**I/O nets highlighted**

Bar = 100 um.
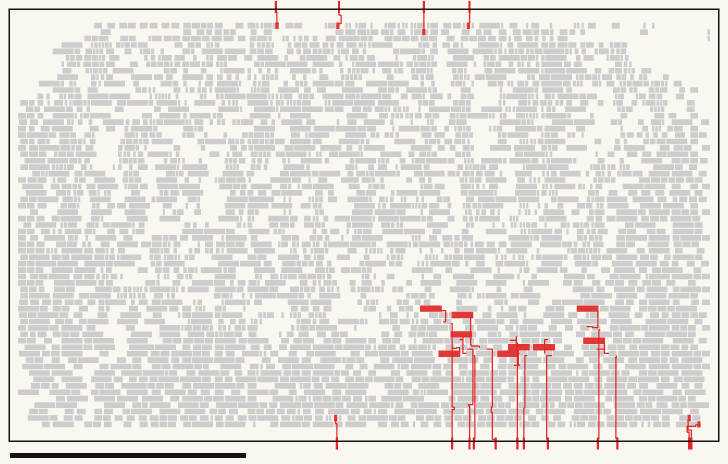
**Cell classes on the final placement**

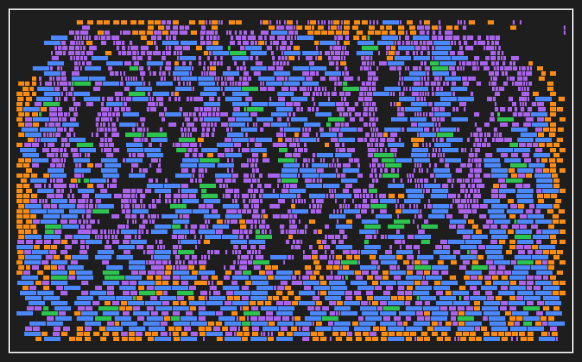
**Congestion heat map**

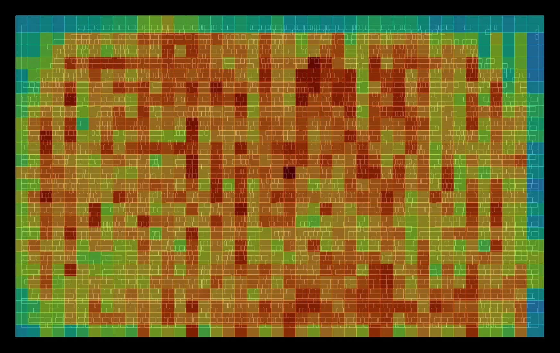
**Local utilization**

30 x 18 tiles, from black (low) to pale yellow (high), 0 to 100% covered.
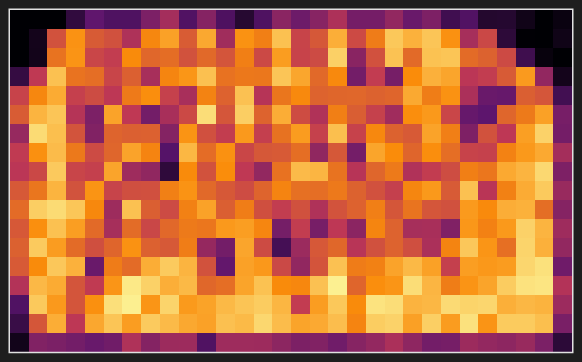
[src/rtl/bg_io_regfile_if.sv]
// IO bus bundle for the background register file: one-cycle write/read strobes,
// byte-enabled 32-bit write data and registered read data with a valid flag.
interface bg_io_regfile_if #(
    parameter int ADDR_W = 10
);
    // wr_en/rd_en are single-cycle strobes with no back-pressure: the register file
    // always accepts, and rvalid answers every rd_en exactly one cycle later.
    logic              wr_en;
    logic              rd_en;
    logic [ADDR_W-1:0] addr;
    logic [3:0]        be;
    logic [31:0]       wdata;
    logic [31:0]       rdata;
    logic              rvalid;

    modport master (
        output wr_en, rd_en, addr, be, wdata,
        input  rdata, rvalid
    );

    modport slave (
        input  wr_en, rd_en, addr, be, wdata,
        output rdata, rvalid
    );
endinterface

[src/rtl/bg_io_regfile.sv]
// CPU write side of the background registers plus BG2/BG3 affine reference points.
// Optional BG_LINE_LATCH_EN: CNT/HOFS/VOFS outputs come from per-line shadow copies.
module bg_io_regfile #(
    parameter int              ADDR_W     = 10,
    parameter logic [ADDR_W-1:0] BASE_WADDR = 10'h002
) (
    input  logic        clock,
    input  logic        reset,
    bg_io_regfile_if.slave bus,
    input  logic        line_end,
    input  logic        vblank_start,
    output logic [15:0] bg0cnt, bg1cnt, bg2cnt, bg3cnt,
    output logic [15:0] bg0hofs, bg1hofs, bg2hofs, bg3hofs,
    output logic [15:0] bg0vofs, bg1vofs, bg2vofs, bg3vofs,
    output logic [15:0] bg2pa, bg2pb, bg2pc, bg2pd,
    output logic [15:0] bg3pa, bg3pb, bg3pc, bg3pd,
    output logic [27:0] bg2x, bg2y, bg3x, bg3y
);
    logic [15:0] cnt_q  [4], cnt_d  [4];
    logic [8:0]  hofs_q [4], hofs_d [4];
    logic [8:0]  vofs_q [4], vofs_d [4];
    logic [15:0] pa_q [2], pa_d [2], pb_q [2], pb_d [2];
    logic [15:0] pc_q [2], pc_d [2], pd_q [2], pd_d [2];
    logic [27:0] xr_q [2], xr_d [2], yr_q [2], yr_d [2];
    logic [27:0] xi_q [2], xi_d [2], yi_q [2], yi_d [2];
    logic [31:0] rdata_q, rdata_d;
    logic        rvalid_q, rvalid_d;

    logic [ADDR_W-1:0] widx;
    logic              hit;
    logic [13:0]       wsel;

    function automatic logic [15:0] m16(input logic [15:0] o, input logic [15:0] w,
                                        input logic [1:0] e);
        return {e[1] ? w[15:8] : o[15:8], e[0] ? w[7:0] : o[7:0]};
    endfunction

    function automatic logic [8:0] m9(input logic [8:0] o, input logic [8:0] w,
                                      input logic [1:0] e);
        return {e[1] ? w[8] : o[8], e[0] ? w[7:0] : o[7:0]};
    endfunction

    function automatic logic [27:0] m28(input logic [27:0] o, input logic [27:0] w,
                                        input logic [3:0] e);
        return {e[3] ? w[27:24] : o[27:24], e[2] ? w[23:16] : o[23:16],
                e[1] ? w[15:8]  : o[15:8],  e[0] ? w[7:0]   : o[7:0]};
    endfunction

    // Word slots relative to BASE_WADDR: 0-1 CNT, 2-5 OFS, 6-9 BG2 affine, 10-13 BG3 affine.
    always_comb begin
        widx = bus.addr - BASE_WADDR;
        hit  = bus.wr_en && (bus.addr >= BASE_WADDR) && (widx < ADDR_W'(14));
        wsel = hit ? (14'd1 << widx[3:0]) : 14'd0;
    end

    always_comb begin
        for (int n = 0; n < 4; n++) begin
            cnt_d[n]  = cnt_q[n];
            hofs_d[n] = hofs_q[n];
            vofs_d[n] = vofs_q[n];
        end
        for (int b = 0; b < 2; b++) begin
            pa_d[b] = pa_q[b];
            pb_d[b] = pb_q[b];
            pc_d[b] = pc_q[b];
            pd_d[b] = pd_q[b];
            xr_d[b] = xr_q[b];
            yr_d[b] = yr_q[b];
            xi_d[b] = xi_q[b];
            yi_d[b] = yi_q[b];
        end
        rvalid_d = bus.rd_en;
        rdata_d  = 32'd0;

        // BG0/BG1 CNT bit 13 does not exist in hardware.
        if (wsel[0]) begin
            cnt_d[0] = m16(cnt_q[0], bus.wdata[15:0], bus.be[1:0]) & 16'hDFFF;
            cnt_d[1] = m16(cnt_q[1], bus.wdata[31:16], bus.be[3:2]) & 16'hDFFF;
        end
        if (wsel[1]) begin
            cnt_d[2] = m16(cnt_q[2], bus.wdata[15:0], bus.be[1:0]);
            cnt_d[3] = m16(cnt_q[3], bus.wdata[31:16], bus.be[3:2]);
        end
        for (int n = 0; n < 4; n++) begin
            if (wsel[2+n]) begin
                hofs_d[n] = m9(hofs_q[n], bus.wdata[8:0], bus.be[1:0]);
                vofs_d[n] = m9(vofs_q[n], bus.wdata[24:16], bus.be[3:2]);
            end
        end

        for (int b = 0; b < 2; b++) begin
            if (wsel[6+4*b]) begin
                pa_d[b] = m16(pa_q[b], bus.wdata[15:0], bus.be[1:0]);
                pb_d[b] = m16(pb_q[b], bus.wdata[31:16], bus.be[3:2]);
            end
            if (wsel[7+4*b]) begin
                pc_d[b] = m16(pc_q[b], bus.wdata[15:0], bus.be[1:0]);
                pd_d[b] = m16(pd_q[b], bus.wdata[31:16], bus.be[3:2]);
            end
            if (wsel[8+4*b]) xr_d[b] = m28(xr_q[b], bus.wdata[27:0], bus.be);
            if (wsel[9+4*b]) yr_d[b] = m28(yr_q[b], bus.wdata[27:0], bus.be);

            // CPU write beats vblank reload beats line step; the step uses the old PB/PD.
            if (wsel[8+4*b] && (|bus.be)) xi_d[b] = xr_d[b];
            else if (vblank_start)        xi_d[b] = xr_q[b];
            else if (line_end)            xi_d[b] = xi_q[b] + {{12{pb_q[b][15]}}, pb_q[b]};

            if (wsel[9+4*b] && (|bus.be)) yi_d[b] = yr_d[b];
            else if (vblank_start)        yi_d[b] = yr_q[b];
            else if (line_end)            yi_d[b] = yi_q[b] + {{12{pd_q[b][15]}}, pd_q[b]};
        end

        if (bus.rd_en) begin
            if (bus.addr == BASE_WADDR)                    rdata_d = {cnt_q[1], cnt_q[0]};
            else if (bus.addr == BASE_WADDR + ADDR_W'(1))  rdata_d = {cnt_q[3], cnt_q[2]};
        end
    end

    always_ff @(posedge clock or posedge reset) begin
        if (reset) begin
            for (int n = 0; n < 4; n++) begin
                cnt_q[n]  <= '0;
                hofs_q[n] <= '0;
                vofs_q[n] <= '0;
            end
            for (int b = 0; b < 2; b++) begin
                pa_q[b] <= '0;
                pb_q[b] <= '0;
                pc_q[b] <= '0;
                pd_q[b] <= '0;
                xr_q[b] <= '0;
                yr_q[b] <= '0;
                xi_q[b] <= '0;
                yi_q[b] <= '0;
            end
            rdata_q  <= '0;
            rvalid_q <= 1'b0;
        end else begin
            for (int n = 0; n < 4; n++) begin
                cnt_q[n]  <= cnt_d[n];
                hofs_q[n] <= hofs_d[n];
                vofs_q[n] <= vofs_d[n];
            end
            for (int b = 0; b < 2; b++) begin
                pa_q[b] <= pa_d[b];
                pb_q[b] <= pb_d[b];
                pc_q[b] <= pc_d[b];
                pd_q[b] <= pd_d[b];
                xr_q[b] <= xr_d[b];
                yr_q[b] <= yr_d[b];
                xi_q[b] <= xi_d[b];
                yi_q[b] <= yi_d[b];
            end
            rdata_q  <= rdata_d;
            rvalid_q <= rvalid_d;
        end
    end

    logic [15:0] cnt_o  [4];
    logic [8:0]  hofs_o [4];
    logic [8:0]  vofs_o [4];

`ifdef BG_LINE_LATCH_EN
    logic [15:0] cnt_s_q  [4];
    logic [8:0]  hofs_s_q [4];
    logic [8:0]  vofs_s_q [4];

    // Shadows capture the pre-edge register values, so a same-edge write waits a line.
    always_ff @(posedge clock or posedge reset) begin
        if (reset) begin
            for (int n = 0; n < 4; n++) begin
                cnt_s_q[n]  <= '0;
                hofs_s_q[n] <= '0;
                vofs_s_q[n] <= '0;
            end
        end else if (line_end || vblank_start) begin
            for (int n = 0; n < 4; n++) begin
                cnt_s_q[n]  <= cnt_q[n];
                hofs_s_q[n] <= hofs_q[n];
                vofs_s_q[n] <= vofs_q[n];
            end
        end
    end

    always_comb begin
        for (int n = 0; n < 4; n++) begin
            cnt_o[n]  = cnt_s_q[n];
            hofs_o[n] = hofs_s_q[n];
            vofs_o[n] = vofs_s_q[n];
        end
    end
`else
    always_comb begin
        for (int n = 0; n < 4; n++) begin
            cnt_o[n]  = cnt_q[n];
            hofs_o[n] = hofs_q[n];
            vofs_o[n] = vofs_q[n];
        end
    end
`endif

    assign bus.rdata  = rdata_q;
    assign bus.rvalid = rvalid_q;

    assign bg0cnt  = cnt_o[0];
    assign bg1cnt  = cnt_o[1];
    assign bg2cnt  = cnt_o[2];
    assign bg3cnt  = cnt_o[3];
    assign bg0hofs = {7'd0, hofs_o[0]};
    assign bg1hofs = {7'd0, hofs_o[1]};
    assign bg2hofs = {7'd0, hofs_o[2]};
    assign bg3hofs = {7'd0, hofs_o[3]};
    assign bg0vofs = {7'd0, vofs_o[0]};
    assign bg1vofs = {7'd0, vofs_o[1]};
    assign bg2vofs = {7'd0, vofs_o[2]};
    assign bg3vofs = {7'd0, vofs_o[3]};

    assign bg2pa = pa_q[0];
    assign bg2pb = pb_q[0];
    assign bg2pc = pc_q[0];
    assign bg2pd = pd_q[0];
    assign bg3pa = pa_q[1];
    assign bg3pb = pb_q[1];
    assign bg3pc = pc_q[1];
    assign bg3pd = pd_q[1];
    assign bg2x  = xi_q[0];
    assign bg2y  = yi_q[0];
    assign bg3x  = xi_q[1];
    assign bg3y  = yi_q[1];
endmodule

[src/flat_wrapper.sv]
// flat-port wrapper written by rule: the top's interface ports become plain ports
module bg_io_regfile_flat 
#(
    parameter int              ADDR_W     = 10,
    parameter logic [ADDR_W-1:0] BASE_WADDR = 10'h002
)
  (clock, reset, line_end, vblank_start, bg0cnt, bg1cnt, bg2cnt, bg3cnt, bg0hofs, bg1hofs, bg2hofs, bg3hofs, bg0vofs, bg1vofs, bg2vofs, bg3vofs, bg2pa, bg2pb, bg2pc, bg2pd, bg3pa, bg3pb, bg3pc, bg3pd, bg2x, bg2y, bg3x, bg3y, bus_wr_en, bus_rd_en, bus_addr, bus_be, bus_wdata, bus_rdata, bus_rvalid);
  bg_io_regfile_if #(.ADDR_W(ADDR_W)) bus_i ();
  input  logic clock;
  input  logic reset;
  input  logic line_end;
  input  logic vblank_start;
  output logic [15:0] bg0cnt;
  output logic [15:0] bg1cnt;
  output logic [15:0] bg2cnt;
  output logic [15:0] bg3cnt;
  output logic [15:0] bg0hofs;
  output logic [15:0] bg1hofs;
  output logic [15:0] bg2hofs;
  output logic [15:0] bg3hofs;
  output logic [15:0] bg0vofs;
  output logic [15:0] bg1vofs;
  output logic [15:0] bg2vofs;
  output logic [15:0] bg3vofs;
  output logic [15:0] bg2pa;
  output logic [15:0] bg2pb;
  output logic [15:0] bg2pc;
  output logic [15:0] bg2pd;
  output logic [15:0] bg3pa;
  output logic [15:0] bg3pb;
  output logic [15:0] bg3pc;
  output logic [15:0] bg3pd;
  output logic [27:0] bg2x;
  output logic [27:0] bg2y;
  output logic [27:0] bg3x;
  output logic [27:0] bg3y;
  input wire logic [$bits(bus_i.wr_en)-1:0] bus_wr_en;
  input wire logic [$bits(bus_i.rd_en)-1:0] bus_rd_en;
  input wire logic [$bits(bus_i.addr)-1:0] bus_addr;
  input wire logic [$bits(bus_i.be)-1:0] bus_be;
  input wire logic [$bits(bus_i.wdata)-1:0] bus_wdata;
  output wire logic [$bits(bus_i.rdata)-1:0] bus_rdata;
  output wire logic [$bits(bus_i.rvalid)-1:0] bus_rvalid;
  assign bus_i.wr_en = bus_wr_en;
  assign bus_i.rd_en = bus_rd_en;
  assign bus_i.addr = bus_addr;
  assign bus_i.be = bus_be;
  assign bus_i.wdata = bus_wdata;
  assign bus_rdata = bus_i.rdata;
  assign bus_rvalid = bus_i.rvalid;
  bg_io_regfile #(.ADDR_W(ADDR_W), .BASE_WADDR(BASE_WADDR)) u_core (.clock(clock), .reset(reset), .bus(bus_i), .line_end(line_end), .vblank_start(vblank_start), .bg0cnt(bg0cnt), .bg1cnt(bg1cnt), .bg2cnt(bg2cnt), .bg3cnt(bg3cnt), .bg0hofs(bg0hofs), .bg1hofs(bg1hofs), .bg2hofs(bg2hofs), .bg3hofs(bg3hofs), .bg0vofs(bg0vofs), .bg1vofs(bg1vofs), .bg2vofs(bg2vofs), .bg3vofs(bg3vofs), .bg2pa(bg2pa), .bg2pb(bg2pb), .bg2pc(bg2pc), .bg2pd(bg2pd), .bg3pa(bg3pa), .bg3pb(bg3pb), .bg3pc(bg3pc), .bg3pd(bg3pd), .bg2x(bg2x), .bg2y(bg2y), .bg3x(bg3x), .bg3y(bg3y));
endmodule
[config.mk]
export PLATFORM = sky130hd
export DESIGN_NAME = bg_io_regfile_flat
export DESIGN_NICKNAME = d
export VERILOG_FILES = /design/src/rtl/bg_io_regfile_if.sv /design/src/rtl/bg_io_regfile.sv /design/src/flat_wrapper.sv
export SDC_FILE = /design/constraint.sdc
export NUM_CORES = 1
export LEC_CHECK = 0
export ABC_AREA = 0
export CORE_ASPECT_RATIO = 0.6
export CORE_MARGIN = 3
export CORE_UTILIZATION = 53
export CTS_BUF_LIST = sky130_fd_sc_hd__clkbuf_8 sky130_fd_sc_hd__clkbuf_16
export CTS_CLUSTER_DIAMETER = 120
export DETAILED_ROUTE_END_ITERATION = 10
export HOLD_SLACK_MARGIN = 0.12
export MAX_ROUTING_LAYER = met4
export PLACE_DENSITY = 0.81
export SYNTH_ARGS = -nofsm -noshare
export SYNTH_HDL_FRONTEND = slang
export SYNTH_SLANG_ARGS = --single-unit
[constraint.sdc]
create_clock -name clock -period 19 [get_ports clock]
set_clock_uncertainty 0.2 [all_clocks]
set_input_delay 1.9 -clock clock [delete_from_list [all_inputs] [get_ports clock]]
set_output_delay 1.9 -clock clock [all_outputs]
set_load 0.05 [all_outputs]
==> out/results.ini <==
[cells_and_area]
final_nets=3138
antenna_cells=6
sh_comb_area=0.397
area_delta_synth_final_pct=24.7
logic_gate_count=1868
inverters=38
num-clock-buffers=62
sh_seq_area=0.380
buffers_excl_clock=496

[logic_synthesis]
logic_family=multiplexers
yosys_cells=2536
yosys_warnings=0
synth-seq-cells=519
synthAoiAreaFrac=0.140
syn_inst=2536
syn_area_um2=27400
yosysSeqAreaShare=0.474

[final_timing]
hold_viol=0
grt_setup_unrepaired=false
setup_viol=0
finalClockPeriodUsage=0.301
max_slew.worst_pin.slew_ps=1330

[placement]
gp_congestion=0.979
dp_hpwl_um=71400
post_dp_cell_area_um2=32400
io_buffers=458

[worst_setup_path]
crit_path_max_fanout=14
crit_path_frequent_cell=mux2_2
cp_top_family=simple AND/OR/NAND/NOR gates
reg2reg_setup_slack_ps=14910
worst-path-buf-inv=2

[global_routing]
grt_max_degree=177

[cts]
postCtsHoldBufs=0
cts_setup_buffers=0
cts_tree=yes
clockRootBuffer=clkbuf_16

[power]
p_leak_nw=16.3

[floorplanning]
die_w_um=299
num_io_pins=517
die_area_um2=54500

[routing]
vias=23200

[status]
outcome=finished, final reports clean

About 'I/O nets highlighted':
- red: bg2vofs (bits 16; direction output; edge 12 south, 4 north; end cells 16; buffers 9; wire 533 um)

About 'cell classes on the final placement':
- orange: other buffers and delay cells (cells 496; share of their area 15%)
- blue: flip-flops (cells 519; share of their area 39%)
- green: clock drivers and dummy loads (cells 89; share of their area 5.2%)
- purple: all other logic (cells 1906; share of their area 41%)

About 'congestion heat map':
final core utilization: 0.680
met3 Resource Use GR: 0.0685
GRT Overall Usage: 0.367
met1 usage in global routing: 0.521
busiest layer in global routing: met2

About 'local utilization':
- fullest tile: 97%
- mean over tiles: 61%
- nearly empty tiles: 1.7%
- tiles over 75% full: 34%

routing by layer:
metal,vias up,part of all wire,track usage,wire length (um)
met4,0,0.028,0.102,2830
met1,11700,0.43,0.521,42700
met3,182,0.10,0.0685,10300
met2,1336,0.44,0.542,43800
li1,9963,-,-,-
met5,-,0,-,0
cell usage after synthesis, drive strengths merged (22+ instances only):
library cell,n
a21o,47
o21ai,141
a21oi,155
mux2i,41
nor3,28
nand3,54
a22o,33
o211ai,27
buf,101
dfrtp,519
ha,110
mux2,334
inv,37
nor2b,23
nand2,286
xnor2,61
clkbuf,67
nor2,148
a211oi,24
or3,22
xor2,29
through the flow:
step / setup slack, ps / instances
detailed placement: 12750 / 3603
floorplan: 2400 / 2593
finish: 13280 / 3698
global route: 13060 / 3694
CTS: 13350 / 3692
global placement: 12820 / 3603
flip-flops by register name (all words and copies together) (netlist names), 28 cells and up:
signal	cells
u_core.bg3x	28
u_core.xr_q	56
u_core.bus.rdata	32
u_core.bg2x	28
u_core.yr_q	56
u_core.bg2y	28
u_core.bg3y	28
worst max-delay path by stage:
| stage | slack, ps | start | to | cells past startpoint |
|---|---|---|---|---|
| finish | 13280 | bus_addr[1] | u_core.bg3x[10] | 11 |
| global route | 13060 | bus_addr[1] | u_core.bg3x[11] | 11 |
| CTS | 13350 | bus_addr[1] | u_core.bg3x[11] | 11 |
| detailed placement | 12750 | bus_addr[1] | u_core.bg3x[10] | 11 |
| global placement | 12820 | bus_addr[1] | u_core.bg3x[11] | 11 |
| floorplan | 2400 | reset | u_core.bg0cnt[0] | 1 |
report_power, final:
part,internal [mW],switching (mW)
logic,0.0753,0.216
registers,1.12,0.0195
clock network,0.598,0.455
tightest hold or removal path, cell delays in order (launching register included):
cell and delay (ps):
dfrtp_1 340, nand2_1 50, nand2_1 50
